==> src/rtl/vga_text_writer_pkg.sv <==
// Shared constants and state encoding for the text-mode character RAM writer.
package vga_text_writer_pkg;

    localparam int COLS = 70;
    localparam int ROWS = 30;

    localparam logic [6:0] X_LAST = 7'(COLS - 1);
    localparam logic [6:0] Y_LAST = 7'(ROWS - 1);
    localparam logic [6:0] Y_SCROLL_LAST = 7'(ROWS - 2);

    localparam logic [7:0] ASC_SPACE    = 8'h20;
    localparam logic [7:0] ASC_BS       = 8'h08;
    localparam logic [7:0] ASC_CR       = 8'h0D;
    localparam logic [7:0] ASC_LF       = 8'h0A;
    localparam logic [7:0] ASC_PRINT_LO = 8'h20;
    localparam logic [7:0] ASC_PRINT_HI = 8'h7E;

    typedef enum logic [2:0] {
        ST_IDLE    = 3'd0,
        ST_SCR_RD  = 3'd1,
        ST_SCR_WR  = 3'd2,
        ST_SCR_CLR = 3'd3,
        ST_CLR     = 3'd4
    } state_e;

    // True for bytes that occupy a character cell on screen.
    function automatic logic is_printable(input logic [7:0] c);
        return (c >= ASC_PRINT_LO) && (c <= ASC_PRINT_HI);
    endfunction

endpackage

==> src/rtl/vga_text_writer_blink_div.sv <==
// Toggle divider: blink_en flips once every DIV clock cycles.
module vga_text_writer_blink_div #(
    parameter int DIV = 25_000_000
) (
    input  logic clk,
    input  logic clrn,
    output logic blink_en
);

    localparam int CNT_W = (DIV > 1) ? $clog2(DIV) : 1;

    logic [CNT_W-1:0] cnt_r;
    logic             blink_r;

    // Free-running cycle counter; toggles the blink phase at each wrap.
    always_ff @(posedge clk or negedge clrn) begin
        if (!clrn) begin
            cnt_r   <= '0;
            blink_r <= 1'b0;
        end else if (cnt_r == CNT_W'(DIV - 1)) begin
            cnt_r   <= '0;
            blink_r <= ~blink_r;
        end else begin
            cnt_r   <= cnt_r + CNT_W'(1);
        end
    end

    assign blink_en = blink_r;

endmodule

==> src/rtl/vga_text_writer.sv <==
// Character RAM writer: cursor handling, newline/backspace, scroll and clear.
module vga_text_writer
    import vga_text_writer_pkg::*;
#(
    parameter int BLINK_DIV = 25_000_000
) (
    input  logic       clk,
    input  logic       clrn,
    input  logic       char_valid,
    input  logic [7:0] char_data,
    output logic       char_ready,
    input  logic       clear_req,
    output logic       wr_en,
    output logic [6:0] wr_x,
    output logic [6:0] wr_y,
    output logic [7:0] wr_data,
    output logic [6:0] rd_x,
    output logic [6:0] rd_y,
    input  logic [7:0] rd_data,
    output logic [6:0] cursor_x,
    output logic [6:0] cursor_y,
    output logic       blink_en
);

    state_e     state_r, state_nxt_s;
    logic [6:0] cur_x_r, cur_y_r, cur_x_nxt_s, cur_y_nxt_s;
    logic [6:0] scan_x_r, scan_y_r, scan_x_nxt_s, scan_y_nxt_s;
    logic [6:0] rd_x_r, rd_y_r, rd_x_nxt_s, rd_y_nxt_s;
    logic [6:0] wr_x_r, wr_y_r, wr_x_nxt_s, wr_y_nxt_s;
    logic [7:0] wr_data_r, wr_data_nxt_s;
    logic       wr_en_r, wr_en_nxt_s;
    logic       nl_req_s;
    logic       accept_s, nl_byte_s, scroll_s;

    assign accept_s  = (state_r == ST_IDLE) && !clear_req && char_valid;
    assign nl_byte_s = (char_data == ASC_CR) || (char_data == ASC_LF);
    // A newline on the bottom row (explicit or from end-of-line wrap) scrolls.
    assign scroll_s  = accept_s && (cur_y_r == Y_LAST) &&
                       (nl_byte_s || (is_printable(char_data) && (cur_x_r == X_LAST)));

    // State register.
    always_ff @(posedge clk or negedge clrn) begin
        if (!clrn) begin
            state_r <= ST_IDLE;
        end else begin
            state_r <= state_nxt_s;
        end
    end

    // Next-state decode.
    always_comb begin
        state_nxt_s = state_r;
        case (state_r)
            ST_IDLE: begin
                if (clear_req) begin
                    state_nxt_s = ST_CLR;
                end else if (scroll_s) begin
                    state_nxt_s = ST_SCR_RD;
                end else begin
                    state_nxt_s = ST_IDLE;
                end
            end
            ST_SCR_RD: state_nxt_s = ST_SCR_WR;
            ST_SCR_WR: begin
                if ((scan_x_r == X_LAST) && (scan_y_r == Y_SCROLL_LAST)) begin
                    state_nxt_s = ST_SCR_CLR;
                end else begin
                    state_nxt_s = ST_SCR_RD;
                end
            end
            ST_SCR_CLR: begin
                if (scan_x_r == X_LAST) begin
                    state_nxt_s = ST_IDLE;
                end else begin
                    state_nxt_s = ST_SCR_CLR;
                end
            end
            ST_CLR: begin
                if ((scan_x_r == X_LAST) && (scan_y_r == Y_LAST)) begin
                    state_nxt_s = ST_IDLE;
                end else begin
                    state_nxt_s = ST_CLR;
                end
            end
            default: state_nxt_s = ST_IDLE;
        endcase
    end

    // Next values of cursor, scan pointer and the registered RAM ports.
    always_comb begin
        cur_x_nxt_s   = cur_x_r;
        cur_y_nxt_s   = cur_y_r;
        scan_x_nxt_s  = scan_x_r;
        scan_y_nxt_s  = scan_y_r;
        rd_x_nxt_s    = rd_x_r;
        rd_y_nxt_s    = rd_y_r;
        wr_en_nxt_s   = 1'b0;
        wr_x_nxt_s    = wr_x_r;
        wr_y_nxt_s    = wr_y_r;
        wr_data_nxt_s = wr_data_r;
        nl_req_s      = 1'b0;
        case (state_r)
            ST_IDLE: begin
                if (clear_req) begin
                    cur_x_nxt_s  = 7'd0;
                    cur_y_nxt_s  = 7'd0;
                    scan_x_nxt_s = 7'd0;
                    scan_y_nxt_s = 7'd0;
                end else if (char_valid) begin
                    if (is_printable(char_data)) begin
                        wr_en_nxt_s   = 1'b1;
                        wr_x_nxt_s    = cur_x_r;
                        wr_y_nxt_s    = cur_y_r;
                        wr_data_nxt_s = char_data;
                        if (cur_x_r != X_LAST) begin
                            cur_x_nxt_s = cur_x_r + 7'd1;
                        end else begin
                            cur_x_nxt_s = 7'd0;
                            nl_req_s    = 1'b1;
                        end
                    end else if (nl_byte_s) begin
                        cur_x_nxt_s = 7'd0;
                        nl_req_s    = 1'b1;
                    end else if (char_data == ASC_BS) begin
                        if (cur_x_r != 7'd0) begin
                            cur_x_nxt_s   = cur_x_r - 7'd1;
                            wr_en_nxt_s   = 1'b1;
                            wr_x_nxt_s    = cur_x_r - 7'd1;
                            wr_y_nxt_s    = cur_y_r;
                            wr_data_nxt_s = ASC_SPACE;
                        end else if (cur_y_r != 7'd0) begin
                            cur_x_nxt_s   = X_LAST;
                            cur_y_nxt_s   = cur_y_r - 7'd1;
                            wr_en_nxt_s   = 1'b1;
                            wr_x_nxt_s    = X_LAST;
                            wr_y_nxt_s    = cur_y_r - 7'd1;
                            wr_data_nxt_s = ASC_SPACE;
                        end else begin
                            wr_en_nxt_s = 1'b0;
                        end
                    end else begin
                        wr_en_nxt_s = 1'b0;
                    end
                end else begin
                    wr_en_nxt_s = 1'b0;
                end
            end
            ST_SCR_RD: begin
                wr_en_nxt_s = 1'b0;
            end
            ST_SCR_WR: begin
                wr_en_nxt_s   = 1'b1;
                wr_x_nxt_s    = scan_x_r;
                wr_y_nxt_s    = scan_y_r;
                wr_data_nxt_s = rd_data;
                if (scan_x_r == X_LAST) begin
                    scan_x_nxt_s = 7'd0;
                    scan_y_nxt_s = scan_y_r + 7'd1;
                end else begin
                    scan_x_nxt_s = scan_x_r + 7'd1;
                end
            end
            ST_SCR_CLR: begin
                wr_en_nxt_s   = 1'b1;
                wr_x_nxt_s    = scan_x_r;
                wr_y_nxt_s    = Y_LAST;
                wr_data_nxt_s = ASC_SPACE;
                scan_x_nxt_s  = scan_x_r + 7'd1;
            end
            ST_CLR: begin
                wr_en_nxt_s   = 1'b1;
                wr_x_nxt_s    = scan_x_r;
                wr_y_nxt_s    = scan_y_r;
                wr_data_nxt_s = ASC_SPACE;
                if (scan_x_r == X_LAST) begin
                    scan_x_nxt_s = 7'd0;
                    scan_y_nxt_s = scan_y_r + 7'd1;
                end else begin
                    scan_x_nxt_s = scan_x_r + 7'd1;
                end
            end
            default: begin
                wr_en_nxt_s = 1'b0;
            end
        endcase
        // Newline: step down, or on the bottom row start the scroll scan at (0,0).
        if (nl_req_s) begin
            if (cur_y_r != Y_LAST) begin
                cur_y_nxt_s = cur_y_r + 7'd1;
            end else begin
                scan_x_nxt_s = 7'd0;
                scan_y_nxt_s = 7'd0;
            end
        end else begin
            cur_y_nxt_s = cur_y_nxt_s;
        end
        // Present the source cell (one row below) during every SCR_RD cycle.
        if (state_nxt_s == ST_SCR_RD) begin
            rd_x_nxt_s = scan_x_nxt_s;
            rd_y_nxt_s = scan_y_nxt_s + 7'd1;
        end else begin
            rd_x_nxt_s = rd_x_r;
            rd_y_nxt_s = rd_y_r;
        end
    end

    // Datapath registers; RAM contents are deliberately untouched by reset.
    always_ff @(posedge clk or negedge clrn) begin
        if (!clrn) begin
            cur_x_r   <= 7'd0;
            cur_y_r   <= 7'd0;
            scan_x_r  <= 7'd0;
            scan_y_r  <= 7'd0;
            rd_x_r    <= 7'd0;
            rd_y_r    <= 7'd0;
            wr_en_r   <= 1'b0;
            wr_x_r    <= 7'd0;
            wr_y_r    <= 7'd0;
            wr_data_r <= 8'd0;
        end else begin
            cur_x_r   <= cur_x_nxt_s;
            cur_y_r   <= cur_y_nxt_s;
            scan_x_r  <= scan_x_nxt_s;
            scan_y_r  <= scan_y_nxt_s;
            rd_x_r    <= rd_x_nxt_s;
            rd_y_r    <= rd_y_nxt_s;
            wr_en_r   <= wr_en_nxt_s;
            wr_x_r    <= wr_x_nxt_s;
            wr_y_r    <= wr_y_nxt_s;
            wr_data_r <= wr_data_nxt_s;
        end
    end

    // Ready only in IDLE, and withheld while a clear request takes priority.
    always_comb begin
        char_ready = 1'b0;
        if ((state_r == ST_IDLE) && !clear_req) begin
            char_ready = 1'b1;
        end else begin
            char_ready = 1'b0;
        end
    end

    assign wr_en    = wr_en_r;
    assign wr_x     = wr_x_r;
    assign wr_y     = wr_y_r;
    assign wr_data  = wr_data_r;
    assign rd_x     = rd_x_r;
    assign rd_y     = rd_y_r;
    assign cursor_x = cur_x_r;
    assign cursor_y = cur_y_r;

    vga_text_writer_blink_div #(
        .DIV (BLINK_DIV)
    ) u_blink_div (
        .clk      (clk),
        .clrn     (clrn),
        .blink_en (blink_en)
    );

endmodule

==> config.mk <==
export PLATFORM = sky130hd
export DESIGN_NAME = vga_text_writer
export DESIGN_NICKNAME = d
export VERILOG_FILES = /design/src/rtl/vga_text_writer_pkg.sv /design/src/rtl/vga_text_writer_blink_div.sv /design/src/rtl/vga_text_writer.sv
export SDC_FILE = /design/constraint.sdc
export NUM_CORES = 1
export LEC_CHECK = 0
export CAP_MARGIN = 20
export CORE_UTILIZATION = 30
export DETAILED_ROUTE_END_ITERATION = 10
export PLACE_DENSITY = 0.6
export SLEW_MARGIN = 20
export SYNTH_ARGS = -nofsm -noshare
export SYNTH_HDL_FRONTEND = slang
export SYNTH_SLANG_ARGS = --single-unit
==> constraint.sdc <==
create_clock -name clk -period 3.75 [get_ports clk]
set_input_delay 0.5625 -clock clk [delete_from_list [all_inputs] [get_ports clk]]
set_output_delay 0.5625 -clock clk [all_outputs]
set_load 0.02 [all_outputs]
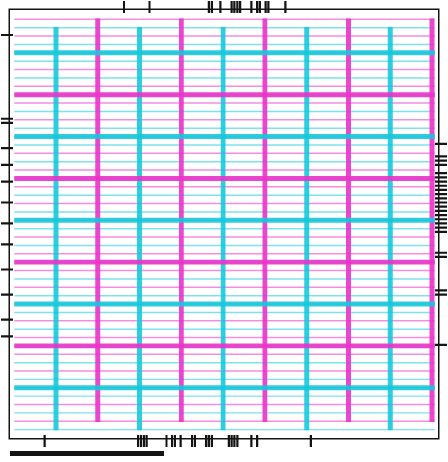
run_1/power_grid.png
Scale bar: 50 um. Pins as bars on the die edge.
| net | colour |
|---|---|
| VSS | cyan |
| VDD | magenta |
met4 straps: 10
rows: 49
worst vdd ir: 0.000217 V
Die Ht: 139 um
core footprint: 18,200 um2
Chip Width: 139 um

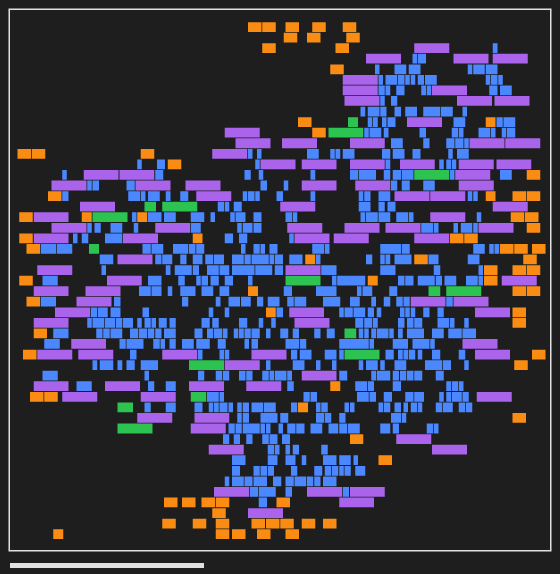
run_1/placement_by_type.png
Scale bar: 50 um.
| class | colour | cells | share of their area |
|---|---|---|---|
| other buffers and delay cells | orange | 83 | 12% |
| clock drivers and dummy loads | green | 16 | 4.4% |
| flops | purple | 94 | 36% |
| combinational and other logic | blue | 508 | 48% |

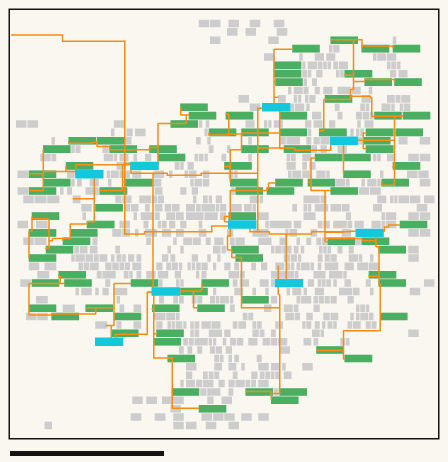
run_1/clk_routes.png
Scale bar: 50 um.
[clock wires] orange | length: 1,310 um
[flip-flops] green | count: 94
[clock drivers] cyan | count: 9
routed clock nets: 10

-- run 1: layout by cell type (no fill, tap or decap), types with 15 or more instances in the layout --
cell             instances
dfrtp_1                 94
nor2_1                  79
clkdlybuf4s50_1         71
nand2_1                 61
o21ai_0                 39
a21oi_1                 36
nor3_1                  22
nand3_1                 22
xor2_1                  20
inv_1                   18
xnor2_1                 15
-- run 1: path summary, 6_finish.rpt --
| check | startpoint | endpoint | slack, ns |
|---|---|---|---|
| min | clrn | rd_x[1] | 0.32 |
| min reg2reg | u_blink_div.blink_en | u_blink_div.blink_en | 0.46 |
| max | cursor_y[0] | wr_y[1] | 0.87 |
| max in group asynchronous | clrn | u_blink_div.cnt_r[1] | 2.52 |
| min in group clk | u_blink_div.blink_en | u_blink_div.blink_en | 0.46 |
| max reg2reg | cursor_y[0] | wr_y[1] | 0.87 |
-- run 1: cells by family after synthesis --
logic type / Yosys count
DFF: 94
muxes: 12
adders and majority gates: 13
xor gates and xnor gates: 36
AOI/OAI and AO/OA: 157
and+or+nand+nor: 271
buffers and inverters: 49
-- run 1: worst max-delay path: cells and delay by family, from the launching register on --
family	cells	cell delay, ns
AND/OR/NAND/NOR	5	1.34
flip-flops	1	0.50
buffers and inverters	2	0.33
AND-OR/OR-AND	2	0.32
adder cells (fa/ha/maj)	1	0.24
-- run 1: metal layers --
layer | vias to the layer above | GRT usage
met5 | - | 0
met4 | 0 | 0.0591
met3 | 20 | 0.0338
met2 | 137 | 0.263
met1 | 2384 | 0.234
li1 | 2415 | -
-- run 1: flip-flops by register name, summed over array words and instances, names as in the netlist --
signal                flops
wr_data                   8
scan_y_r                  7
u_blink_div.cnt_r        25
rd_x                      7
wr_x                      7
state_r                   3
wr_en                     1
u_blink_div.blink_en      1
scan_x_r                  7
wr_y                      7
rd_y                      7
cursor_x                  7
cursor_y                  7
-- run 1: power groups by stage --
stage	clock [mW]	sequential (mW)	combinational [mW]
final	0.901	1.28	0.683
after global routing	0.975	1.30	0.770
after CTS	0.928	1.28	0.686
after detailed placement	0	1.30	0.683
after global placement	0	1.30	0.677
after floorplan	0	1.30	0.377
-- run 1: final cells by class --
type,count,share of cell area
multi-input combinational,489,0.445
tap,229,0.0419
clock inverter,7,0.00932
timing repair buffer,83,0.117
inverter,19,0.0104
clock buffer,9,0.0329
sequential,94,0.344
-- run 1: stage by stage --
step                total power [mW]  area [um2]   util  setup WS [ns]
finish                          2.87        6850  0.376          0.873
CTS                             2.90        6850  0.376          0.863
floorplan                       1.67        5630      -           1.15
global placement                1.98        6560  0.360          0.647
detailed placement              1.98        6560  0.360          0.601
global route                    3.05        6850  0.376          0.628
==> flow_summary.yaml, run 1 <==
# flow metrics
status:
  status: "finished with violations"
  violations: "design-rule violations"
logic_synthesis:
  ys_sh_simple: 0.246
  ys_warn_count: 0
  synth_flops: 94
  syn-cell-area_um2: 5630
  edf_count: 0
  yosysMostFrequentCell: "dfrtp_1"
  avgSynthCellArea_um2: 8.91
  synth.top_cells.by_area: "dfrtp_1, nor2_1, nand2_1, o21ai_0, a21oi_1"
  synthAdderAreaFrac: 0.0289
  synth_nets: 665
  muxShareOfSynthArea: 0.0231
  ys_cells: 632
  synthTopCellsByCount: "dfrtp_1, nor2_1, nand2_1, o21ai_0, a21oi_1"
  synth_cells: 632
  logic_family: "simple AND/OR/NAND/NOR gates"
  synthArstFlopShare: 1.00
  netlist.area_leader.share: 0.418
  ff_type: "dfrtp_1"
  seq_area_frac_synth: 0.418
  yosys.area.top_type: "dfrtp_1"
  yosys.area_share.aoi: 0.186
  xor_area_frac: 0.0573
  synth_chip_area_um2: 5630
  synth_cell_type_count: 82
timing:
  maxSlewViolCount: 0
  fin_crit_ns: 2.88
  finClkSkew_ns: 0.0103
  min_period_over_period: 0.767
  slew_headroom: 0.362
  hold_slack_ns: 0.323
  worst_pin_slew_ns: 0.957
  fmax_mhz: 348
  finalHoldViolCount: 0
  rsz0062_at_grt: "false"
  setup_violations: 0
  setup_tns_ns: 0
detailed_routing:
  post-route-drc-count: 4
  dr_wl_met2_um: 7080
  drt_iter0_drc: 372
  via_per_inst: 5.33
  met3_length_um: 731
  totalWireLength_um: 15500
  m1WireLength_um: 7330
  dr.pass1.iters: 7
  dr_total_vias: 4956
  wl_per_cell_um: 16.6
  antenna_left: 0
  highest_layer: "met4"
grt:
  grt_pass1_vias: 4766
  grt_pass1_wl_um: 25900
  grt_max_degree: 73
  grt_overflow_total: 0
  grtUsageTotal: 0.170
  antenna_found_initial: 0
worst_setup_path:
  path_common_cell: "nor2_1"
  crit_path_max_fanout: 12
  start_kind: "flop"
  slowest_stage: "dfrtp_1"
  rr_worst_depth: 10
  worstPathCellList: "inv_1, ha_1, or3b_1, nor4_4, nor2_1, o21a_1, nor2_4, inv_2, nor2_1, a21oi_1"
  cp.arrival_ns: 3.09
  path_class: "reg2reg"
  cp-end-kind: "flop"
  critPathRequiredTime_ns: 3.97
  critPathMaxStageDelay_ns: 0.50
layout:
  synthToLayoutAreaGrowth_pct: 21.5
  seq_area_um2: 2350
  logic_area_um2: 3050
  drive_above_1_share: 0.0713
  nets: 729
  final.fill_count: 1843
  layoutNonFillerInstCount: 930
  diodes: 0
floorplan:
  die-area_um2: 19300
  fp_util: 0.309
  pin_count: 73
  rows: 49
clock_network:
  cts.clk_slew.worst_paths_ns: 0.07
  htree_levels: 3
  holdBufCountCts: 0
  clkLatencyLatePin_ns: 0.36
  clock_sinks: 94
  cts_buffers: 9
  cts_resized: 0
  cts_buffer_depth: 2
  post_cts_buffers: 0
  cts_tree: "done"
  root_buffer: "clkbuf_16"
pwr:
  pwr-share-comb: 0.238
  switching_share: 0.343
  clkPwrFrac: 0.314
  switching_power_mw: 0.984
  seq_power_share: 0.447
  p_per_area_nw_per_um2: 419
  internal_power_mw: 1.88
  leakagePower_nw: 2.90
placed_design:
  io_buffer_count: 72
  dp_hpwl_um: 11400
  dp.cells: 914
  gp_congestion: 0.833
job:
  maxCapViolCount: 0
  warning_count: 33
worst_hold_path:
  min_path_type: "in2async"
==> run 1 -> run 2 <==
--- a/config.mk
+++ b/config.mk
@@ -8,7 +8,7 @@
 export CAP_MARGIN = 20
 export CORE_UTILIZATION = 30
 export DETAILED_ROUTE_END_ITERATION = 10
-export PLACE_DENSITY = 0.6
+export PLACE_DENSITY = 0.61
 export SLEW_MARGIN = 20
 export SYNTH_ARGS = -nofsm -noshare
 export SYNTH_HDL_FRONTEND = slang
==> constraint.sdc (replaced) <==
create_clock -name clk -period 2.5 [get_ports clk]
set_input_delay 0.375 -clock clk [delete_from_list [all_inputs] [get_ports clk]]
set_output_delay 0.375 -clock clk [all_outputs]
set_load 0.02 [all_outputs]
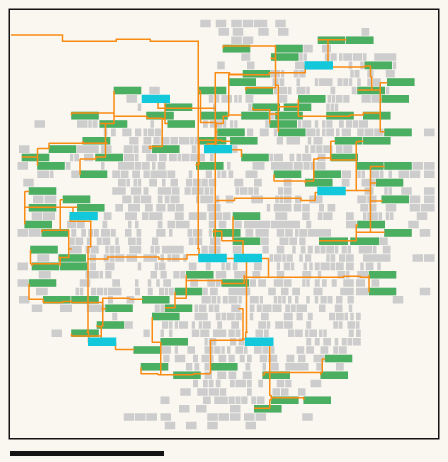
run_2/clk_routes.png
Scale bar: 50 um.
[clock wires] orange | length: 1,400 um
[clock drivers] cyan | count: 9
[flip-flops] green | count: 94
routed clock nets: 10
flops lie: spread over the die
Clk pwr share: 0.307
final clock skew: 0.0144 ns
clk latency late pin: 0.37 ns
P_clk: 1.41 mW

==> run 2 against run 1 <==
Against the previous run:
- the run still ends with design-rule violations left
- total power grew 60%
- critical path type unchanged
- synthesized cell count is the same
- largest power group unchanged
- worst hold slack lost 0.29 ns
==> flow_summary.yaml, run 2 <==
# flow metrics
status:
  status: "finished with violations"
  violations: "design-rule violations"
worst_setup_path:
  rr_worst_depth: 11
  worstPathCellList: "inv_2, ha_4, or3b_4, nor4_4, nor2_1, buf_4, o21ai_4, buf_4, a21oi_1, o32ai_1, nand2_1"
  cp-end-kind: "flop"
  critPathMaxStageDelay_ns: 0.44
  cp.arrival_ns: 2.67
  reg2reg_slack_ns: 0.07
  critPathRequiredTime_ns: 2.73
  start_kind: "flop"
  crit_end: "wr_data[5]"
  cp-startpoint: "cursor_x[0]"
  crit_path_max_fanout: 4
detailed_routing:
  post-route-drc-count: 5
  dr.pass1.iters: 8
  via_per_inst: 5.11
  totalWireLength_um: 16500
  dr_total_vias: 5253
grt:
  grt_overflow_total: 0
  grt_pass1_vias: 4903
  grtUsageTotal: 0.174
  grt_pass1_wl_um: 26500
  antenna_found_initial: 0
logic_synthesis:
  synth_cell_type_count: 82
  synth_flops: 94
  seq_area_frac_synth: 0.418
  netlist.area_leader.share: 0.418
  synthArstFlopShare: 1.00
  ff_type: "dfrtp_1"
  ys_cells: 632
  synth_cells: 632
  synth_nets: 665
  edf_count: 0
  yosys.area.top_type: "dfrtp_1"
  yosysMostFrequentCell: "dfrtp_1"
  ys_warn_count: 0
  avgSynthCellArea_um2: 8.91
layout:
  lay_top_count: "buf_4"
  final.fill_count: 1778
  post-route-cell-area_um2: 7760
  nets: 827
  largest_register: "u_blink_div.cnt_r"
  layout_top_cells: "buf_4, dfrtp_1, nor2_1"
  logic_area_um2: 3150
  final_core_util: 0.426
  largest_reg_flops: 25
  seq_area_um2: 2350
pwr:
  p_per_area_nw_per_um2: 592
  leakagePower_nw: 3.46
placed_design:
  dp_hpwl_um: 12400
  io_buffer_count: 72
  gp_congestion: 0.890
  postPlaceCellArea_um2: 7290
floorplan:
  die_w_um: 139
  die-area_um2: 19300
  fp.coreArea_um2: 18200
  die_h_um: 139
  fp_util: 0.309
timing:
  slew_headroom: 0.512
  worst_pin_slew_ns: 0.723
  rsz0062_at_grt: "true"
  min_period_over_period: 0.973
  fin_crit_ns: 2.43
clock_network:
  htree_levels: 3
  root_buffer: "clkbuf_16"
  clock_sinks: 94
  holdBufCountCts: 0
job:
  warning_count: 35
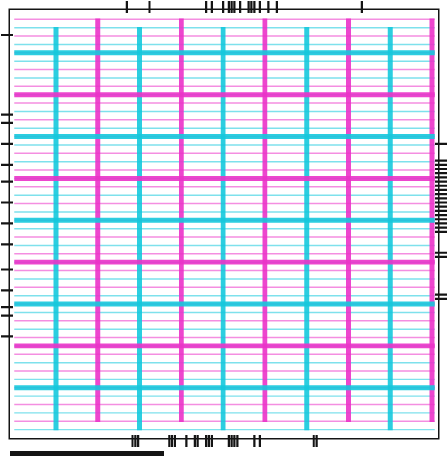
run_2/power_grid.png
Scale bar: 50 um. Pins as bars on the die edge.
| net | colour |
|---|---|
| VDD | magenta |
| VSS | cyan |
met5 straps: 9
met1 rails: 50
signal pins: 73
worst vdd ir: 0.000427 V

-- run 2: worst max-delay path: cells and delay by family, from the launching register on --
family                     cells  cell delay [ns]
buffers and inverters          3             0.38
adders and majority gates      1             0.12
AOI/OAI and AO/OA              3             0.42
and+or+nand+nor                4             0.95
DFF                            1             0.44
-- run 2: through the flow --
step | setup slack (ns) | hold WS (ns) | std cells | TNS, ns | power (mW)
2_1_floorplan | -0.0110 | 0.0794 | 632 | -0.0110 | 2.52
3_3_place_gp | -0.305 | 0.444 | 1004 | -4.10 | 3.16
3_5_place_dp | -0.318 | 0.459 | 1004 | -6.15 | 3.17
4_1_cts | 0.0159 | 0.0469 | 1022 | 0 | 4.60
5_1_grt | -0.0680 | 0.0768 | 1028 | -0.104 | 4.85
6_report | 0.0665 | 0.0322 | 1028 | 0 | 4.59
-- run 2: cell type report --
class | count | share of cell area
clock inverters | 7 | 0.00967
multi-input cells | 489 | 0.405
repair buffers | 181 | 0.206
well taps | 229 | 0.0369
inverters | 19 | 0.00951
clock buffers | 9 | 0.0290
flip-flops and latches | 94 | 0.303
-- run 2: how the worst min path moves through the flow --
stage	start	to	slack (ns)	depth (start not counted)
global placement	clrn	u_blink_div.cnt_r[15]	0.44	1
global route	clrn	u_blink_div.cnt_r[15]	0.08	1
detailed placement	clrn	u_blink_div.cnt_r[15]	0.46	1
finish	clrn	u_blink_div.cnt_r[15]	0.03	1
CTS	clrn	u_blink_div.cnt_r[15]	0.05	1
floorplan	clrn	cursor_x[0]	0.08	0
-- run 2: logic make-up after synthesis --
kind of cell               Yosys count  share of synthesized area
muxes                               12                     0.0231
and+or+nand+nor                    271                      0.246
AOI/OAI and AO/OA                  157                      0.186
xor gates and xnor gates            36                     0.0573
buffers and inverters               49                     0.0418
adders and majority gates           13                     0.0289
DFF                                 94                      0.418
-- run 2: power by group --
| part | internal (mW) | switching [mW] | total [mW] |
|---|---|---|---|
| Sequential | 1.68 | 0.174 | 1.86 |
| Combinational | 0.615 | 0.712 | 1.33 |
| Clock | 0.710 | 0.699 | 1.41 |
-- run 2: what timing repair did --
action | in CTS | in global routing
pin swaps | 1 | 10
endpoints found under the hold margin | 0 | 0
endpoints found under the setup margin | 11 | 32
gates resized | 1 | 28
buffers inserted | 2 | 6
-- run 2: routing by layer --
| layer | wire [um] | global-route usage | vias up |
|---|---|---|---|
| li1 | - | - | 2615 |
| met3 | 598 | 0.0338 | 18 |
| met5 | 0 | 0 | - |
| met4 | 302 | 0.0632 | 0 |
| met1 | 8100 | 0.245 | 2524 |
| met2 | 7470 | 0.265 | 96 |
==> run 2 -> run 3 <==
--- a/config.mk
+++ b/config.mk
@@ -7,6 +7,7 @@
 export LEC_CHECK = 0
 export CAP_MARGIN = 20
 export CORE_UTILIZATION = 30
+export CTS_BUF_LIST = sky130_fd_sc_hd__clkbuf_8
 export DETAILED_ROUTE_END_ITERATION = 10
 export PLACE_DENSITY = 0.61
 export SLEW_MARGIN = 20
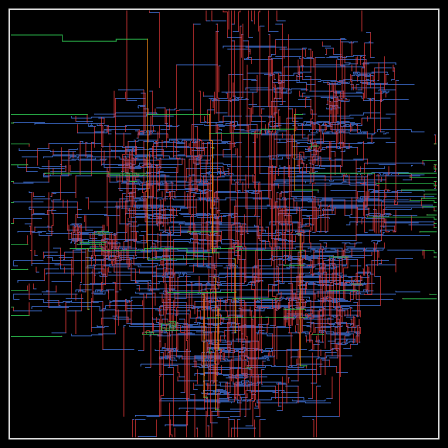
run_3/wires.png
| layer | colour | wire length |
|---|---|---|
| metal 3 | green | 668 um |
| metal 1 | blue | 8,060 um |
| metal 2 | red | 7,390 um |
| metal 4 | orange | 317 um |
Post-Route WL: 16,400 um
overall via count from detail_route: 5,261
GRT Overall Usage: 0.173
Avg WL per Cell: 16.0 um

==> run 3 against run 2 <==
Against the previous run:
- the run ends with design-rule violations, negative hold slack left
- count of clock-buffer cells in the layout stayed put
- flip-flop count stayed put
- highest routed layer unchanged
- register-to-register slack worse by 0.02 ns
- maximum frequency is 0.62% lower
- design area is 1.6% lower
- first-iteration DRC count is 5.7% higher
==> flow_summary.yaml, run 3 <==
# flow metrics
status:
  status: "finished with violations"
  violations: "design-rule violations, negative hold slack"
layout:
  seq_area_um2: 2350
  lay_top_count: "buf_4"
  drive_above_1_share: 0.202
  layout_top_cells: "buf_4, dfrtp_1, nor2_1"
  diodes: 0
  final.fill_count: 1793
  layoutNonFillerInstCount: 1027
  nets: 826
  logic_area_um2: 3130
  largest_reg_flops: 25
  synthToLayoutAreaGrowth_pct: 35.6
  largest_register: "u_blink_div.cnt_r"
  post-route-cell-area_um2: 7640
worst_setup_path:
  slowest_stage: "dfrtp_2"
  crit_path_max_fanout: 4
  cp.arrival_ns: 2.71
  path_common_cell: "buf_4"
  start_kind: "flop"
  critical-path-top-delay-family: "simple AND/OR/NAND/NOR gates"
  path_class: "reg2reg"
  cp.depth: 11
  path_buffers: 3
  critPathRequiredTime_ns: 2.76
  critPathMaxStageDelay_ns: 0.45
  cp-end-kind: "flop"
  worstPathCellList: "inv_2, ha_4, or3b_4, nor4_4, nor2_1, buf_4, o21ai_4, buf_4, a21oi_1, o32ai_1, nand2_1"
  rr_worst_depth: 11
logic_synthesis:
  synth_chip_area_um2: 5630
  avgSynthCellArea_um2: 8.91
  ff_type: "dfrtp_1"
  synth.top_cells.by_area: "dfrtp_1, nor2_1, nand2_1, o21ai_0, a21oi_1"
  seq_area_frac_synth: 0.418
  ys_warn_count: 0
  ys_cells: 632
  edf_count: 0
  netlist.area_leader.share: 0.418
  yosysMostFrequentCell: "dfrtp_1"
  yosys.area.top_type: "dfrtp_1"
  synth_cells: 632
  synthTopCellsByCount: "dfrtp_1, nor2_1, nand2_1, o21ai_0, a21oi_1"
  syn-cell-area_um2: 5630
  synth_nets: 665
  synthArstFlopShare: 1.00
  synth_cell_type_count: 82
  synth_flops: 94
placed_design:
  dp.cells: 1004
  postPlaceCellArea_um2: 7290
  dp_hpwl_um: 12400
  io_buffer_count: 72
  gp_congestion: 0.890
pwr:
  vdd_ir_drop_max_v: 0.000395
  leakagePower_nw: 3.39
  p_per_area_nw_per_um2: 553
timing:
  rsz0062_at_grt: "true"
  min_period_over_period: 0.980
  maxSlewViolCount: 0
  fin_crit_ns: 2.45
  fmax_mhz: 408
  slew_headroom: 0.521
  setup_tns_ns: 0
  hold_slack_ns: -0.0129
  finClkSkew_ns: 0.0172
  finalHoldViolCount: 3
  setup_violations: 0
  worst_pin_slew_ns: 0.709
grt:
  grt_overflow_total: 0
  grt_pass1_vias: 4928
  grt_max_degree: 51
  antenna_found_initial: 0
  grt_pass1_wl_um: 26500
floorplan:
  rows: 49
  die_w_um: 139
  die_h_um: 139
  fp.coreArea_um2: 18200
  pin_count: 73
  die-area_um2: 19300
  fp_util: 0.309
clock_network:
  cts_buffers: 9
  clkLatencyLatePin_ns: 0.40
  clock_sinks: 94
  cts_buffer_depth: 2
  htree_levels: 3
  root_buffer: "clkbuf_8"
  cts_tree: "done"
  cts.clk_slew.worst_paths_ns: 0.11
  holdBufCountCts: 0
detailed_routing:
  antenna_left: 0
  drt_iter0_drc: 389
  post-route-drc-count: 5
  via_per_inst: 5.12
  dr.pass1.iters: 10
job:
  maxCapViolCount: 0
  warning_count: 35
worst_hold_path:
  min_path_type: "in2async"
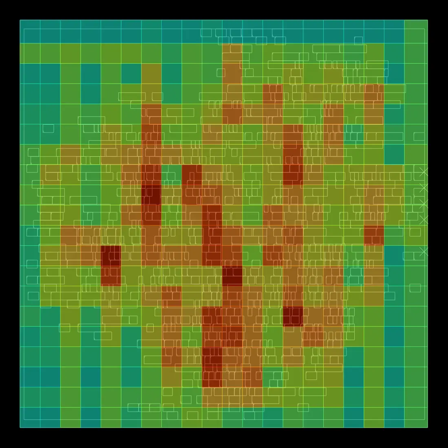
run_3/congestion.png
met3 usage: 0.0297
grt met1 use: 0.246
final core occ: 0.419
grt met2 use: 0.264
layer with the highest usage: met2

==> run 3: cell counts after synthesis <==
No cell type changed its count.
==> run 3: worst paths after layout <==
path	from	end	slack, ns
setup / recovery	cursor_x[0]	wr_data[5]	0.05
hold / removal	clrn	u_blink_div.cnt_r[15]	-0.01
setup reg to reg	cursor_x[0]	wr_data[5]	0.05
hold reg to reg	u_blink_div.blink_en	u_blink_div.blink_en	0.48
max in group asynchronous	clrn	u_blink_div.cnt_r[20]	1.87
min in group clk	u_blink_div.blink_en	u_blink_div.blink_en	0.48
==> run 3: metrics by stage <==
step / setup slack, ns / total power, mW
2_1_floorplan: -0.0110 / 2.52
3_3_place_gp: -0.305 / 3.16
3_5_place_dp: -0.318 / 3.17
4_1_cts: 0.0116 / 4.23
5_1_grt: -0.0876 / 4.49
6_report: 0.0512 / 4.23
==> run 3: per-layer routing <==
metal | wire length (um) | vias up
li1 | - | 2611
met1 | 8060 | 2506
met2 | 7390 | 123
met3 | 667 | 21
met4 | 317 | 0
met5 | 0 | -
==> run 3: timing repair <==
item | 4_1_cts | 5_1_grt
pin swaps | 1 | 10
setup buffers | 2 | 5
gates cloned | 0 | 0
gates resized | 1 | 25
endpoints found under the setup margin | 12 | 28
==> run 3: power breakdown <==
part           internal (mW)  switching (mW)  leakage [nW]
Clock                  0.396           0.648        0.0985
Combinational          0.616           0.708          2.08
Sequential              1.68           0.174          1.22
Total                   2.70            1.53          3.39
==> run 3: kinds of logic after synthesis <==
| group | Yosys count | share of synthesized area |
|---|---|---|
| DFF | 94 | 0.418 |
| xor gates and xnor gates | 36 | 0.0573 |
| buffers and inverters | 49 | 0.0418 |
| adders and majority gates | 13 | 0.0289 |
| and+or+nand+nor | 271 | 0.246 |
| muxes | 12 | 0.0231 |
| AOI/OAI and AO/OA | 157 | 0.186 |
==> run 3: area by class of cell <==
| type | instances | area share |
|---|---|---|
| Tap cell | 229 | 0.0375 |
| Multi-Input combinational cell | 489 | 0.410 |
| Clock buffer | 9 | 0.0162 |
| Inverter | 19 | 0.00967 |
| Sequential cell | 94 | 0.308 |
| Clock inverter | 7 | 0.00983 |
| Timing Repair Buffer | 180 | 0.208 |
==> run 3: worst register-to-register path: stages (launching register included) <==
cell and delay, ns:
dfrtp_2 0.45, inv_2 0.07, ha_4 0.12, or3b_4 0.41, nor4_4 0.34, nor2_1 0.10
buf_4 0.16, o21ai_4 0.22, buf_4 0.15, a21oi_1 0.04, o32ai_1 0.16, nand2_1 0.09
Power figures rest on the tool's default switching activity, not on a simulated workload.
